==> src/rtl/rv_mul_unit_pkg.sv <==
// Shared constants for the iterative multiplier: FSM encodings, writeback select, decode fields.
// RV_MULH_EN widens the accumulator to 64 bits so the high product word is available.
package rv_mul_unit_pkg;

    localparam logic [1:0] MUL_IDLE = 2'd0;
    localparam logic [1:0] MUL_STEP = 2'd1;
    localparam logic [1:0] MUL_DONE = 2'd2;

    localparam int MUL_LATENCY = 9;

    localparam logic [2:0] WB_MUL        = 3'd3;
    localparam logic [6:0] OPC_OP        = 7'b0110011;
    localparam logic [6:0] FUNCT7_MULDIV = 7'b0000001;
    localparam logic [2:0] FUNCT3_MUL    = 3'b000;
    localparam logic [2:0] FUNCT3_MULHU  = 3'b011;

`ifdef RV_MULH_EN
    localparam int ACC_W = 64;
`else
    localparam int ACC_W = 32;
`endif

    // Byte k[1:0] of A and half-word k[2] of B land at bit 8*k[1:0] + 16*k[2].
    function automatic logic [5:0] pp_shamt(input logic [2:0] step);
        return {1'b0, step[1:0], 3'b000} + {1'b0, step[2], 4'b0000};
    endfunction

endpackage

==> src/rtl/rv_mul_unit_mult8x16.sv <==
// Combinational unsigned 8x16 -> 24 partial-product multiplier.
module mult8x16 (
    input  logic [7:0]  byte_i,
    input  logic [15:0] half_i,
    output logic [23:0] prod_o
);

    assign prod_o = 24'(byte_i) * 24'(half_i);

endmodule

==> src/rtl/rv_mul_unit.sv <==
// Iterative 32x32 multiplier: eight 8x16 partial products, start-to-valid 9 cycles, start ignored while busy.
// Optional macro RV_MULH_EN adds sel_hi and a 64-bit accumulator for the high product word.
module rv_mul_unit
    import rv_mul_unit_pkg::*;
(
    input  logic        clk,
    input  logic        rst,
    input  logic        start,
    input  logic [31:0] a,
    input  logic [31:0] b,
`ifdef RV_MULH_EN
    input  logic        sel_hi,
`endif
    output logic        busy,
    output logic        valid,
    output logic [31:0] result
);

    logic [1:0]       state_q, state_d;
    logic [2:0]       step_q, step_d;
    logic [31:0]      a_q, b_q;
    logic [ACC_W-1:0] acc_q, acc_d;
    logic [31:0]      result_q, result_d;
`ifdef RV_MULH_EN
    logic             sel_hi_q;
`endif

    logic             accept;
    logic [7:0]       a_byte;
    logic [15:0]      b_half;
    logic [23:0]      pp;
    logic [ACC_W-1:0] pp_shifted;
    logic [ACC_W-1:0] acc_sum;

    assign accept = start && (state_q == MUL_IDLE || state_q == MUL_DONE);

    assign a_byte = a_q[{step_q[1:0], 3'b000} +: 8];
    assign b_half = b_q[{step_q[2], 4'b0000} +: 16];

    mult8x16 u_mult (
        .byte_i (a_byte),
        .half_i (b_half),
        .prod_o (pp)
    );

    // In the 32-bit build the shift naturally drops partial-product bits above bit 31.
    assign pp_shifted = ACC_W'(pp) << pp_shamt(step_q);
    assign acc_sum    = acc_q + pp_shifted;

    always_comb begin
        state_d  = state_q;
        step_d   = step_q;
        acc_d    = acc_q;
        result_d = result_q;
        case (state_q)
            MUL_IDLE, MUL_DONE: begin
                if (start) begin
                    state_d = MUL_STEP;
                    step_d  = 3'd0;
                    acc_d   = '0;
                end else begin
                    state_d = MUL_IDLE;
                end
            end
            MUL_STEP: begin
                acc_d  = acc_sum;
                step_d = step_q + 3'd1;
                if (step_q == 3'd7) begin
                    state_d = MUL_DONE;
`ifdef RV_MULH_EN
                    result_d = sel_hi_q ? acc_sum[63:32] : acc_sum[31:0];
`else
                    result_d = acc_sum;
`endif
                end
            end
            default: state_d = MUL_IDLE;
        endcase
    end

    always_ff @(posedge clk or posedge rst) begin
        if (rst) begin
            state_q  <= MUL_IDLE;
            step_q   <= 3'd0;
            acc_q    <= '0;
            result_q <= '0;
            a_q      <= '0;
            b_q      <= '0;
`ifdef RV_MULH_EN
            sel_hi_q <= 1'b0;
`endif
        end else begin
            state_q  <= state_d;
            step_q   <= step_d;
            acc_q    <= acc_d;
            result_q <= result_d;
            if (accept) begin
                a_q <= a;
                b_q <= b;
`ifdef RV_MULH_EN
                sel_hi_q <= sel_hi;
`endif
            end
        end
    end

    assign busy   = (state_q == MUL_STEP);
    assign valid  = (state_q == MUL_DONE);
    assign result = result_q;

endmodule

==> config.mk <==
export PLATFORM = sky130hd
export DESIGN_NAME = rv_mul_unit
export DESIGN_NICKNAME = d
export VERILOG_FILES = /design/src/rtl/rv_mul_unit_pkg.sv /design/src/rtl/rv_mul_unit_mult8x16.sv /design/src/rtl/rv_mul_unit.sv
export SDC_FILE = /design/constraint.sdc
export NUM_CORES = 1
export LEC_CHECK = 0
export ABC_AREA = 1
export CORE_UTILIZATION = 45
export DETAILED_ROUTE_END_ITERATION = 6
export GPL_TIMING_DRIVEN = 0
export SYNTH_ARGS = -nofsm -noshare
export SYNTH_HDL_FRONTEND = slang
export SYNTH_HIERARCHICAL = 1
export SYNTH_SLANG_ARGS = --single-unit
==> constraint.sdc <==
create_clock -name clk -period 11.58 [get_ports clk]
set_input_delay 2.316 -clock clk [delete_from_list [all_inputs] [get_ports clk]]
set_output_delay 2.316 -clock clk [all_outputs]
set_load 0.005 [all_outputs]
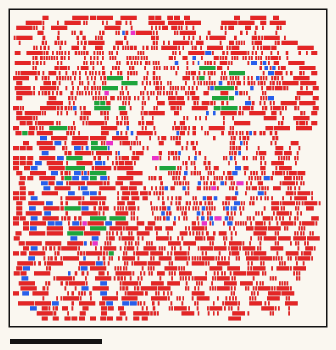
run_1/drive_strength.png
The bar under the picture is 50 um long.
Key: blue = drive 2 [cells 113, share 5.7%]; red = drive 1 or less [cells 1827, share 92%]; magenta = drive 3 to 4 [cells 10, share 0.50%]; green = drive 6 and up [cells 31, share 1.6%]

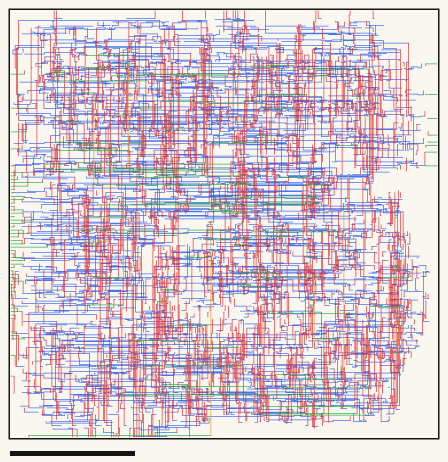
run_1/metal_stack.png
The bar under the picture is 50 um long.
Key: blue = met1 [wire length 19000 um]; red = met2 [wire length 15600 um]; orange = met4 [wire length 406 um]; green = met3 [wire length 2080 um]

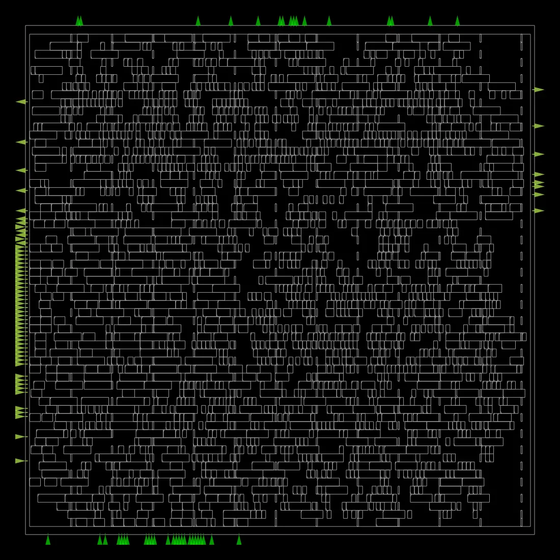
run_1/final_placement.png
sequential fraction of total cell area: 22.1%
core box area: 28000 um2
sequential cell count: 133

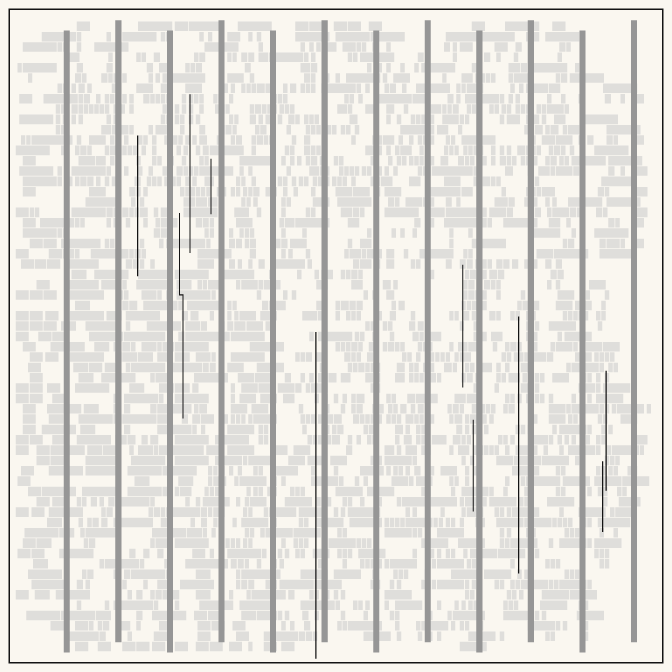
run_1/met4.png
Supply wires on this layer in grey. Cells faint in the background.
The layer carries 406 um of wire. The wires run mostly vertical.

==> Table 3: Implementation characteristics, run 1 <==
Characteristics after synthesis and place and route

Parameter                              Value

Logic synthesis
  Number of distinct library cell variants in the gate-level netlist after synthesis .................. 36
  Synthesized netlist cell count .................. 1848
  Register area share after synthesis .................. 25.7%
  Chip area in the Yosys report .................. ~13000 um2
  Leading register cell type out of synthesis .................. dfrtp_1
  Area fraction of the dominant cell type after synthesis .................. between 20% and 30%
  Number of register bits inferred by synthesis .................. roughly 130
  Net count entering floorplan .................. approximately 2100
  Post-synth tally of flip-flops with integrated enable .................. 0

Job
  Max-Cap Viols .................. 0

Final timing
  Crit share post-route .................. between 70% and 80%
  Period minus WS final .................. between 8 and 9 ns
  Final Hold Violating Endpoints .................. 0
  Transition time at the pin with the least slew margin .................. approximately 0.7 ns
  Worst slew margin .................. 53.4%
  Upper clock frequency limit .................. between 0.1 and 0.15 GHz
  Clock tree skew after final layout .................. ~0.014 ns

Setup path
  Cell with the most instances on the worst path .................. nand2_1
  Endpoint of the worst register-to-register path .................. result[15]$_DFFE_PP0P_
  Startpoint types .................. flop
  Max Fanout on Critical Path .................. 10
  Critical R2R Launch .................. step_q[0]$_DFFE_PP0P_
  Data required, critical path .................. about 12 ns
  Worst setup path endpoint .................. result[15]$_DFFE_PP0P_
  Crit. path cell count .................. 33
  Slowest CP cell .................. clkbuf_1
  WS Path Type .................. flop to flop
  Endpoint class of the critical path .................. flop

Global routing
  First-pass GRT wire length .................. between 60 and 70 mm
  Global route total overflow .................. 0
  Initial antenna violation count .................. 0

Clocking
  Clock Sinks .................. roughly 130
  Later-pin clock latency in the skew report .................. around 0.43 ns
  Setup bufs post-CTS .................. 0
  Number of buffers inserted by hold repair at cts .................. 0
  Buffer type at the clock tree root .................. clkbuf_16

Status
  Outcome .................. completed

Layout
  Net total in the final layout .................. between 2000 and 2500
  Fraction of final layout cells sized beyond drive strength 1 .................. approximately 7.8%

Die
  # IOs .................. 101

Place
  Worst Setup Slack post-DPL .................. between 3 and 4 ns
==> run 1: metal layers <==
layer	track usage, %	vias to the layer above	share of wire (%)	wire [um]
met5	0	-	0	0
met1	41.3	5496	51	19000
met2	41.4	289	42	15600
li1	-	5807	-	-
met3	4.10	24	5.6	2080
met4	5.36	0	1.1	405
==> run 1: worst min-delay path, cell delays in order, from the launching register on <==
cell,delay (ns)
dfrtp_1,0.34
nand2_1,0.05
nand2_1,0.05
==> run 1: through the flow <==
step,area (um2),hold slack [ns]
floorplan,12900,0.455
global placement,14400,0.464
detailed placement,14400,0.465
CTS,15100,0.485
global route,15100,0.501
finish,15100,0.477
==> run 1: layout make-up <==
class                           instances  share of cell area, %
Clock inverter                         15                   1.22
Inverter                              397                   9.93
Timing Repair Buffer                  101                   6.83
Multi-Input combinational cell       1251                   52.1
Sequential cell                       133                   22.1
Clock buffer                           17                   2.83
Buffer                                 67                   1.85
Tap cell                              378                   3.14
==> run 1: registers in the layout, summed over array words and instances (netlist names) <==
| register | cells |
|---|---|
| state_q | 2 |
| acc_q | 32 |
| a_q | 32 |
| step_q | 3 |
| result | 32 |
| b_q | 32 |
==> run 1: kinds of logic (layout without fill, tap and decap cells) <==
logic type	Yosys count	in the layout	synth area share, %
flip-flops	133	133	25.7
buffers and inverters	464	597	13.7
AND/OR/NAND/NOR	857	857	27.3
AND-OR/OR-AND	158	158	6.70
multiplexers	48	48	4.18
adder cells (fa/ha/maj)	164	164	20.8
XOR/XNOR	24	24	1.62
run_1/met3.png
The bar under the picture is 50 um long.
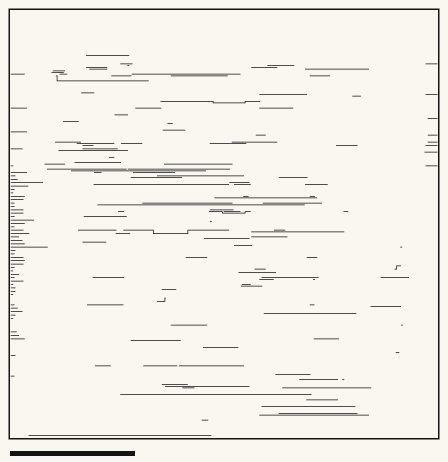

==> inputs of run 2 (changes only) <==
==> constraint.sdc (replaced) <==
create_clock -name clk -period 8.15 [get_ports clk]
set_input_delay 1.63 -clock clk [delete_from_list [all_inputs] [get_ports clk]]
set_output_delay 1.63 -clock clk [all_outputs]
set_load 0.005 [all_outputs]
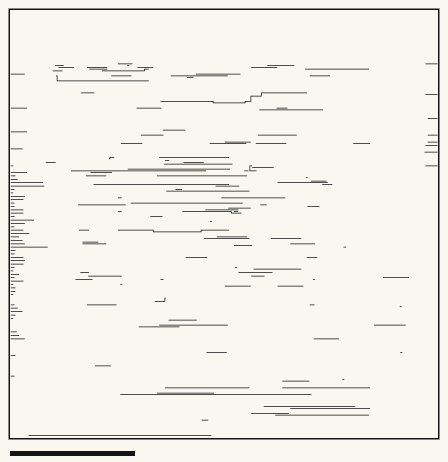
run_2/met3.png
The bar under the picture is 50 um long.
The layer carries 1840 um of wire. The longest straight run is 76.4 um. The layer holds 5.0% of the routed length. The wires run mostly horizontal. 150 nets have wire on it.
Final Routed Wirelength: 37.1 mm
total number of vias: 11600

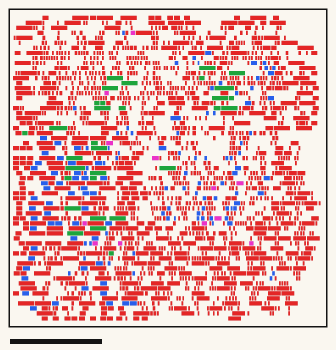
run_2/drive_strength.png
The bar under the picture is 50 um long.
Final Cell Area: 15100 um2
number of non-clock buffers in the layout: 168
fin worst setup slack: 0.477 ns
area added between synthesis and finish: 16.7%

==> Table 3: Implementation characteristics, run 2 <==
Characteristics after synthesis and place and route

Parameter                              Value

Global routing
  M3 GR Usage .................. 4.10% (unchanged)
  M1 GR Usage .................. 41.3% (unchanged)
  Initial antenna violation count .................. 0 (unchanged)
  First-pass GRT wire length .................. 61.5 mm (unchanged)
  Global route total overflow .................. 0 (unchanged)
  Met2 GRT Util .................. 41.4% (unchanged)
  Pin count of the biggest net entering global routing .................. slightly below 100
  Most congested layer reported by global routing .................. met2
  Overall global routing resource usage .................. between 20% and 30%

Job
  Number of warnings in the stage logs .................. 27
  Max-Cap Viols .................. 0 (unchanged)

Logic synthesis
  Net count entering floorplan .................. 2079 (unchanged)
  Leading register cell type out of synthesis .................. dfrtp_1
  Chip area in the Yosys report .................. 12900 um2 (unchanged)
  Number of register bits inferred by synthesis .................. 133 (unchanged)
  Largest area contributor in the netlist .................. dfrtp_1
  Library cell with the highest instance count after synthesis .................. nand2_1
  Area fraction of the dominant cell type after synthesis .................. 25.7% (unchanged)
  Yosys warning total .................. 6
  Number of distinct library cell variants in the gate-level netlist after synthesis .................. 36 (unchanged)
  Synthesized netlist cell count .................. 1848 (unchanged)
  Mean instance size in the synthesized netlist .................. between 7 and 8 um2
  Post-synth tally of flip-flops with integrated enable .................. 0 (unchanged)
  Yosys stat cell total .................. 1848
  Register area share after synthesis .................. 25.7% (unchanged)
  Share of flip-flops with an asynchronous set or reset .................. 100%

Place
  Worst Setup Slack post-DPL .................. 0.0464 ns (-3.43 ns)
  DP Wirelength .................. about 30 mm
  Cell area reported after detailed placement .................. 14400 um2 (unchanged)

Final timing
  Clock tree skew after final layout .................. 0.0148 ns (+0.000499 ns)
  Final Hold Violating Endpoints .................. 0 (unchanged)
  Worst slew margin .................. 53.3% (-0.14 points)
  Upper clock frequency limit .................. 0.130 GHz (+8.3%)
  Crit share post-route .................. 94.2% (+22 points)
  Period minus WS final .................. 7.67 ns (-0.639 ns)
  Min Hold Slack .................. 0.477 ns (+0.000221 ns)
  Max Transition Viols Final .................. 0
  # setup viols final .................. 0
  Transition time at the pin with the least slew margin .................. 0.701 ns (+0.00205 ns)

Clocking
  Max Root-Sink Buffers .................. 2
  Buffer type at the clock tree root .................. clkbuf_16
  Setup bufs post-CTS .................. 0 (unchanged)
  Clock Sinks .................. 133 (unchanged)
  Later-pin clock latency in the skew report .................. 0.43 ns (about the same)
  Clock transition at the register clock pins on the worst setup and hold paths after CTS .................. 0.07 ns

Routing
  Average via count per standard cell .................. 4.93
  Met3 wirelength from detailed routing .................. 1.84 mm (-11%)
  Top Layer Used .................. met4
  Routed length on met2 .................. 15.7 mm (+0.32%)
  Metal1 wirelength .................. 19.2 mm (+1.0%)
  Remaining design rule violation count .................. 0

Setup path
  Critical R2R Launch .................. step_q[0]$_DFFE_PP0P_
  WS Path Type .................. flop to flop
  Cell with the most instances on the worst path .................. nand2_1
  Worst setup path endpoint .................. result[27]$_DFFE_PP0P_
  Endpoint of the worst register-to-register path .................. result[27]$_DFFE_PP0P_
  Data arrival time of the critical path .................. 7.99 ns
  Slowest CP cell .................. fa_1
  Setup slack, reg-to-reg .................. ~0.48 ns
  Endpoint class of the critical path .................. flop
  Origin of the worst setup path .................. step_q[0]$_DFFE_PP0P_
  Startpoint types .................. flop
  Max Fanout on Critical Path .................. 10 (unchanged)
  Data required, critical path .................. 8.47 ns (-3.41 ns)

Die
  Core box area .................. 28000 um2 (unchanged)
  Pre-Place Util .................. 46.2%
  # IOs .................. 101 (unchanged)
  Area of the die .................. roughly 29000 um2
  Vertical die dimension .................. 172 um
  # rows .................. 61

Layout
  Highest-count cells in the layout ignoring fill and taps .................. nand2_1, inv_1, dfrtp_1
  Fraction of final layout cells sized beyond drive strength 1 .................. 8.68% (+0.91 points)
  Net total in the final layout .................. 2199 (unchanged)

Worst hold path
  Hold path endpoint .................. result[16]$_DFFE_PP0P_

Status
  Outcome .................. completed
[run 2: what timing repair did]
| item | in CTS | in global routing |
|---|---|---|
| hold buffers | 0 | 0 |
| resized | 1 | 39 |
| setup endpoints to repair | 2 | 44 |
[run 2: worst max-delay path: cells and delay by family (launching register included)]
| family | cells | cell delay (ns) |
|---|---|---|
| XOR/XNOR | 1 | 0.27 |
| flip-flops | 1 | 0.42 |
| AND/OR/NAND/NOR | 12 | 1.40 |
| buffers and inverters | 9 | 1.60 |
| AND-OR/OR-AND | 5 | 0.99 |
| adder cells (fa/ha/maj) | 6 | 2.87 |
[run 2: logic make-up (layout without fill, tap and decap cells)]
family / after synthesis / after routing / synth area share, %
AND-OR/OR-AND: 158 / 158 / 6.70
XOR/XNOR: 24 / 24 / 1.62
adder cells (fa/ha/maj): 164 / 164 / 20.8
buffers and inverters: 464 / 597 / 13.7
flip-flops: 133 / 133 / 25.7
multiplexers: 48 / 48 / 4.18
AND/OR/NAND/NOR: 857 / 857 / 27.3
[run 2: metrics by stage]
| step | TNS [ns] | std cells |
|---|---|---|
| 2_1_floorplan | 0 | 1848 |
| 3_3_place_gp | 0 | 2326 |
| 3_5_place_dp | 0 | 2327 |
| 4_1_cts | 0 | 2359 |
| 5_1_grt | -0.0253 | 2359 |
| 6_report | 0 | 2359 |
[run 2: layout make-up]
cell class              instances  area [um2]  area share [%]
inverters                     397        1500            9.90
repair buffers                101        1030            6.81
flip-flops and latches        133        3330            22.0
clock buffers                  17         425            2.82
well taps                     378         473            3.13
clock inverters                15         184            1.22
plain buffers                  67         303            2.01
multi-input cells            1251        7860            52.1
